**config.mk**
```make
export PLATFORM = sky130hd
export DESIGN_NAME = uart_reg_bridge
export DESIGN_NICKNAME = d
export VERILOG_FILES = /design/src/rtl/uart_reg_bridge.sv
export SDC_FILE = /design/constraint.sdc
export NUM_CORES = 1
export LEC_CHECK = 0
export CELL_PAD_IN_SITES_DETAIL_PLACEMENT = 0
export CELL_PAD_IN_SITES_GLOBAL_PLACEMENT = 1
export CORE_AREA = 2 2 84 86
export DETAILED_ROUTE_END_ITERATION = 8
export DIE_AREA = 0 0 86 88
export GPL_ROUTABILITY_DRIVEN = 0
export PLACE_DENSITY = 0.87
export SYNTH_ARGS = -nofsm -noshare
export SYNTH_HDL_FRONTEND = slang
export SYNTH_SLANG_ARGS = --single-unit
```
**constraint.sdc**
```tcl
create_clock -name clk -period 2.9 [get_ports clk]
set_input_delay 0.29 -clock clk [delete_from_list [all_inputs] [get_ports clk]]
set_output_delay 0.29 -clock clk [all_outputs]
set_load 0.02 [all_outputs]
```
**src/rtl/uart_reg_bridge.sv**
```systemverilog
// uart_reg_bridge: turns bytes received over the UART into register bus
// accesses and answers each command with one reply byte.
//   'W' addr data -> write, reply ACK
//   'R' addr      -> read, reply with the read data
//   anything else -> reply NAK
// A command abandoned part-way (no byte for TIMEOUT_CYCLES) is dropped silently.
module uart_reg_bridge #(
  parameter int          TIMEOUT_CYCLES = 5000000,
  parameter logic [7:0]  CMD_WR         = 8'h57,
  parameter logic [7:0]  CMD_RD         = 8'h52,
  parameter logic [7:0]  ACK            = 8'h4B,
  parameter logic [7:0]  NAK            = 8'h3F
) (
  input  logic       clk,
  input  logic       rstb,
  input  logic       rx_valid,
  input  logic [7:0] rx_data,
  output logic       tx_valid,
  output logic [7:0] tx_data,
  input  logic       tx_busy,
  output logic [7:0] reg_addr,
  output logic [7:0] reg_wdata,
  output logic       reg_we,
  output logic       reg_re,
  input  logic [7:0] reg_rdata,
  output logic       drop
);

  localparam int CNT_W = (TIMEOUT_CYCLES > 2) ? $clog2(TIMEOUT_CYCLES) : 1;
  localparam logic [CNT_W-1:0] CNT_LAST = CNT_W'(TIMEOUT_CYCLES - 1);

  typedef enum logic [2:0] {
    IDLE      = 3'd0,
    GET_ADDR  = 3'd1,
    GET_DATA  = 3'd2,
    REG_WR    = 3'd3,
    REG_RD    = 3'd4,
    RD_CAP    = 3'd5,
    SEND      = 3'd6,
    SEND_WAIT = 3'd7
  } state_t;

  state_t           state_q, state_d;
  logic             is_wr_q, is_wr_d;
  logic [CNT_W-1:0] cnt_q, cnt_d;
  logic [7:0]       addr_q, addr_d;
  logic [7:0]       wdata_q, wdata_d;
  logic [7:0]       txd_q, txd_d;
  logic             txv_q, txv_d;
  logic             we_q, we_d;
  logic             re_q, re_d;
  logic             seen_q, seen_d;
  logic             drop_s;

  // Next-state and next-output decode; a reply is launched straight away
  // when the transmitter is idle, otherwise it parks in SEND until it is.
  always_comb begin
    state_d = state_q;
    is_wr_d = is_wr_q;
    cnt_d   = cnt_q;
    addr_d  = addr_q;
    wdata_d = wdata_q;
    txd_d   = txd_q;
    seen_d  = seen_q;
    txv_d   = 1'b0;
    we_d    = 1'b0;
    re_d    = 1'b0;
    drop_s  = 1'b0;
    case (state_q)
      IDLE: begin
        seen_d = 1'b0;
        if (rx_valid) begin
          if (rx_data == CMD_WR) begin
            is_wr_d = 1'b1;
            cnt_d   = '0;
            state_d = GET_ADDR;
          end else if (rx_data == CMD_RD) begin
            is_wr_d = 1'b0;
            cnt_d   = '0;
            state_d = GET_ADDR;
          end else begin
            txd_d = NAK;
            if (!tx_busy) begin
              txv_d   = 1'b1;
              state_d = SEND_WAIT;
            end else begin
              state_d = SEND;
            end
          end
        end else begin
          state_d = IDLE;
        end
      end
      GET_ADDR: begin
        if (rx_valid) begin
          addr_d = rx_data;
          cnt_d  = '0;
          if (is_wr_q) begin
            state_d = GET_DATA;
          end else begin
            re_d    = 1'b1;
            state_d = REG_RD;
          end
        end else if (cnt_q == CNT_LAST) begin
          cnt_d   = '0;
          state_d = IDLE;
        end else begin
          cnt_d = cnt_q + 1'b1;
        end
      end
      GET_DATA: begin
        if (rx_valid) begin
          wdata_d = rx_data;
          cnt_d   = '0;
          we_d    = 1'b1;
          state_d = REG_WR;
        end else if (cnt_q == CNT_LAST) begin
          cnt_d   = '0;
          state_d = IDLE;
        end else begin
          cnt_d = cnt_q + 1'b1;
        end
      end
      REG_WR: begin
        drop_s = rx_valid;
        txd_d  = ACK;
        if (!tx_busy) begin
          txv_d   = 1'b1;
          state_d = SEND_WAIT;
        end else begin
          state_d = SEND;
        end
      end
      REG_RD: begin
        drop_s  = rx_valid;
        state_d = RD_CAP;
      end
      RD_CAP: begin
        drop_s = rx_valid;
        txd_d  = reg_rdata;
        if (!tx_busy) begin
          txv_d   = 1'b1;
          state_d = SEND_WAIT;
        end else begin
          state_d = SEND;
        end
      end
      SEND: begin
        drop_s = rx_valid;
        if (!tx_busy) begin
          txv_d   = 1'b1;
          state_d = SEND_WAIT;
        end else begin
          state_d = SEND;
        end
      end
      SEND_WAIT: begin
        drop_s = rx_valid;
        if (tx_busy) begin
          seen_d = 1'b1;
        end else if (seen_q) begin
          state_d = IDLE;
        end else begin
          state_d = SEND_WAIT;
        end
      end
      default: begin
        state_d = IDLE;
      end
    endcase
  end

  // State and registered outputs; reset abandons any command or pending reply.
  always_ff @(posedge clk or negedge rstb) begin
    if (!rstb) begin
      state_q <= IDLE;
      is_wr_q <= 1'b0;
      cnt_q   <= '0;
      addr_q  <= 8'h00;
      wdata_q <= 8'h00;
      txd_q   <= 8'h00;
      txv_q   <= 1'b0;
      we_q    <= 1'b0;
      re_q    <= 1'b0;
      seen_q  <= 1'b0;
    end else begin
      state_q <= state_d;
      is_wr_q <= is_wr_d;
      cnt_q   <= cnt_d;
      addr_q  <= addr_d;
      wdata_q <= wdata_d;
      txd_q   <= txd_d;
      txv_q   <= txv_d;
      we_q    <= we_d;
      re_q    <= re_d;
      seen_q  <= seen_d;
    end
  end

  assign tx_valid  = txv_q;
  assign tx_data   = txd_q;
  assign reg_addr  = addr_q;
  assign reg_wdata = wdata_q;
  assign reg_we    = we_q;
  assign reg_re    = re_q;
  // drop must mark the discarded byte in the very cycle it arrives.
  assign drop      = drop_s;

endmodule

```
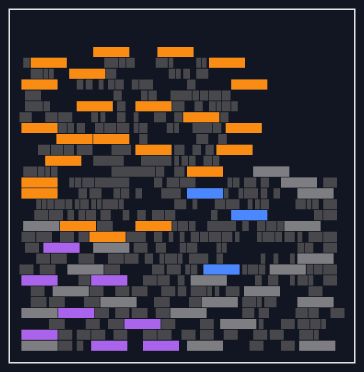
*Register map, names as in the netlist, run 1*
Scale: 4 px per um. Other sequential cells in the stronger grey, the rest of the logic in the fainter grey.
reg_wdata: in purple, flops 8, where south-west. cnt_q: in orange, flops 23. state_q: in blue, flops 3.
Another 21 sequential cells are not coloured.
seq pwr: 1.07 mW
flop share of the area: 0.385
Layout Utilization: 0.538
Flop area: 0.00138 mm^2

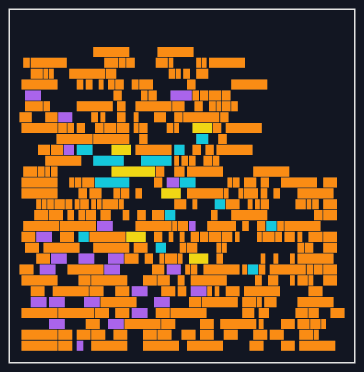
*Cells by drive strength, run 1*
Scale: 4 px per um.
_3 and _4 cells: in cyan, cells 13. _0 and _1 cells: in orange, cells 290. _2 cells: in purple, cells 24. _6 and larger: in yellow, cells 6.
worst setup margin: 0.341 ns
bufs w/o clock: 55
P&R area growth vs syn: 21.4%

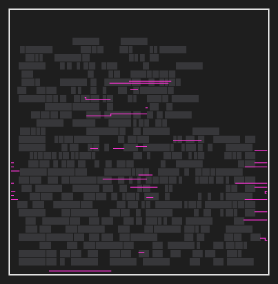
*The metal 3 layer, run 1*
Scale: 3 px per um.
25 nets have wire on it. The layer holds 3.1% of the routed length. The layer carries 196 um of wire. The wires run mostly horizontal. The longest straight run is 20.5 um.
Routed Wire Length: 6430 um
vias: 2312
M3 GR Usage: 0.0264

==> qor.csv, run 1 <==
metric,value,unit
outcome,"complete, no violations",
largest_reg_flops,23,
power_leader,combinational logic,
wl_met3,196,um
critPathCaptureType,output pin,
drive_gt1_frac,0.129,
clkTransAtPathRegs,0.10,ns
nNonClkInverters,12,
setup_viol,0,
h-tree-depth,2,
p_seq_frac,0.363,
synth.cell_area,0.00295,mm^2
gr-usage-met2,0.287,
ff_count,55,
top_usage_layer,met2,
cts_setup_buffers,0,
p_sw,1.11,mW
required,2.61,ns
drv.max_cap_violation_count,0,
clkCellAreaFrac,0.0315,
logic_gates,203,
worst_pin_slew,0.684,ns
clk-power,0.517,mW
worst_hold_slack,0.428,ns
overflow,0,
ys_top_logic_family,simple AND/OR/NAND/NOR gates,
clock_sinks,55,
antenna_left,0,
final_max_slew_viol_count,0,
crit_path_start_kind,flip-flop,
dp_hpwl,4380,um
dp_cells,404,
irDropWorstVdd,617,uV
nNetsFinal,354,
postCtsResizedCells,0,
clkbuf_count,5,
ys_sh_xor,0.0119,
switching_share,0.375,
fin_area,0.00358,mm^2
hold_viol,0,
routed.top_layer,met4,
comb_share,0.396,
slew_headroom,0.541,
drc,0,
power.share.clock,0.175,
-- run 1: path summary, 6_finish.rpt --
kind,endpoint,slack (ns),cells after the start
min in group clk,cnt_q[22]$_DFFE_PN0P_,0.52,1
worst min-delay path,reg_wdata[1]$_DFFE_PN0P_,0.43,2
worst min register to register,cnt_q[22]$_DFFE_PN0P_,0.52,1
worst max-delay path,drop,0.34,4
worst max register to register,cnt_q[10]$_DFFE_PN0P_,0.84,7
max in group asynchronous,tx_data[5]$_DFFE_PN0P_,1.77,3
-- run 1: worst max-delay path, stage by stage, from the launching register on --
cell and delay [ns]:
dfrtp_1 0.36, clkinv_1 0.22, fa_1 0.43, a21boi_0 0.28, clkdlybuf4s50_1 0.67
## Run 2: what changed since run 1
--- a/config.mk
+++ b/config.mk
@@ -5,6 +5,7 @@
 export SDC_FILE = /design/constraint.sdc
 export NUM_CORES = 1
 export LEC_CHECK = 0
+export CAP_MARGIN = 0
 export CELL_PAD_IN_SITES_DETAIL_PLACEMENT = 0
 export CELL_PAD_IN_SITES_GLOBAL_PLACEMENT = 1
 export CORE_AREA = 2 2 84 86
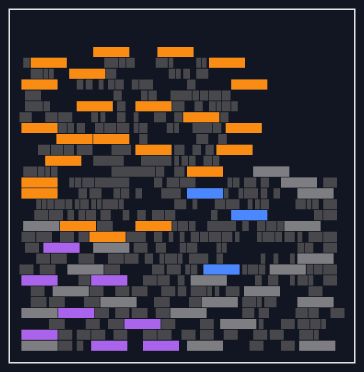
*Register map, names as in the netlist, run 2*
Scale: 4 px per um. Other sequential cells in the stronger grey, the rest of the logic in the fainter grey.
cnt_q: in orange, flops 23. state_q: in blue, flops 3. reg_wdata: in purple, flops 8, where south-west.
Another 21 sequential cells are not coloured.

==> run 2 against run 1 <==
Fmax unchanged. Synthesized area unchanged. Clock power about the same. Critical endpoint unchanged.
==> qor.csv, run 2 <==
metric,value,unit
clkbuf_count,5,
rows,30,
post-route-util,0.538,
fin_area,0.00358,mm^2
antenna_left,0,
drive_gt1_frac,0.129,
critPathCaptureType,output pin,
cp_top_family,buffers and inverters,
dp_hpwl,4380,um
die_x,86,um
ff_count,55,
r2r_end,cnt_q[10]$_DFFE_PN0P_,
skew,0.0115,ns
regToRegSetupSlack,0.84,ns
drv.max_cap_violation_count,0,
p_seq_frac,0.363,
nNonClkInverters,12,
vias,2312,
h-tree-depth,2,
clock_sinks,55,
power.share.clock,0.175,
setup_viol,0,
clk-power,0.517,mW
regArea,0.00138,mm^2
min-delay-path-class,primary input to async pin,
cts_setup_buffers,0,
powerSeq,1.07,mW
switching_share,0.375,
crit_path_start_kind,flip-flop,
cp.depth,4,
postCtsResizedCells,0,
layout.cells.most_common,dfrtp_1,
slew_headroom,0.541,
overflow,0,
path_cells,clkinv_1 -> fa_1 -> a21boi_0 -> clkdlybuf4s50_1,
finalWirelength,6430,um
r2r_cells,7,
outcome,"complete, no violations",
n_all_buffers,55,
required,2.61,ns
crit_slowest_cell,clkdlybuf4s50_1,
worst_pin_slew,0.684,ns
drc,0,
final_max_slew_viol_count,0,
routed.top_layer,met4,
nNetsFinal,354,
area_growth,21.4,%
sh_seq_area,0.385,
power_leader,combinational logic,
p_sw,1.11,mW
clkTransAtPathRegs,0.10,ns
critPathMaxStageDelay,0.67,ns
comb_share,0.396,
crit_path_end,drop,
worst-path-buf-inv,2,
hold_viol,0,
logic_gates,203,
-- run 2: per-layer routing --
metal  up-vias  global-route usage
met5         -                   0
met4         0              0.0548
met3         9              0.0264
met2        45               0.287
met1      1109               0.259
li1       1149                   -
-- run 2: metrics by stage --
stage | std cells | hold WS (ns) | setup slack, ns
global placement | 404 | 0.226 | 0.632
finish | 413 | 0.428 | 0.341
CTS | 413 | 0.410 | 0.376
floorplan | 288 | -0.00559 | 1.07
global route | 413 | 0.453 | 0.299
detailed placement | 404 | 0.221 | 0.597
-- run 2: kinds of logic after synthesis --
group | after synthesis | share of synthesized area
and+or+nand+nor | 98 | 0.202
AOI/OAI and AO/OA | 76 | 0.170
DFF | 55 | 0.467
buffers and inverters | 30 | 0.0526
muxes | 22 | 0.0820
xor gates and xnor gates | 4 | 0.0119
adders and majority gates | 3 | 0.0144
Power figures rest on the tool's default switching activity, not on a simulated workload.
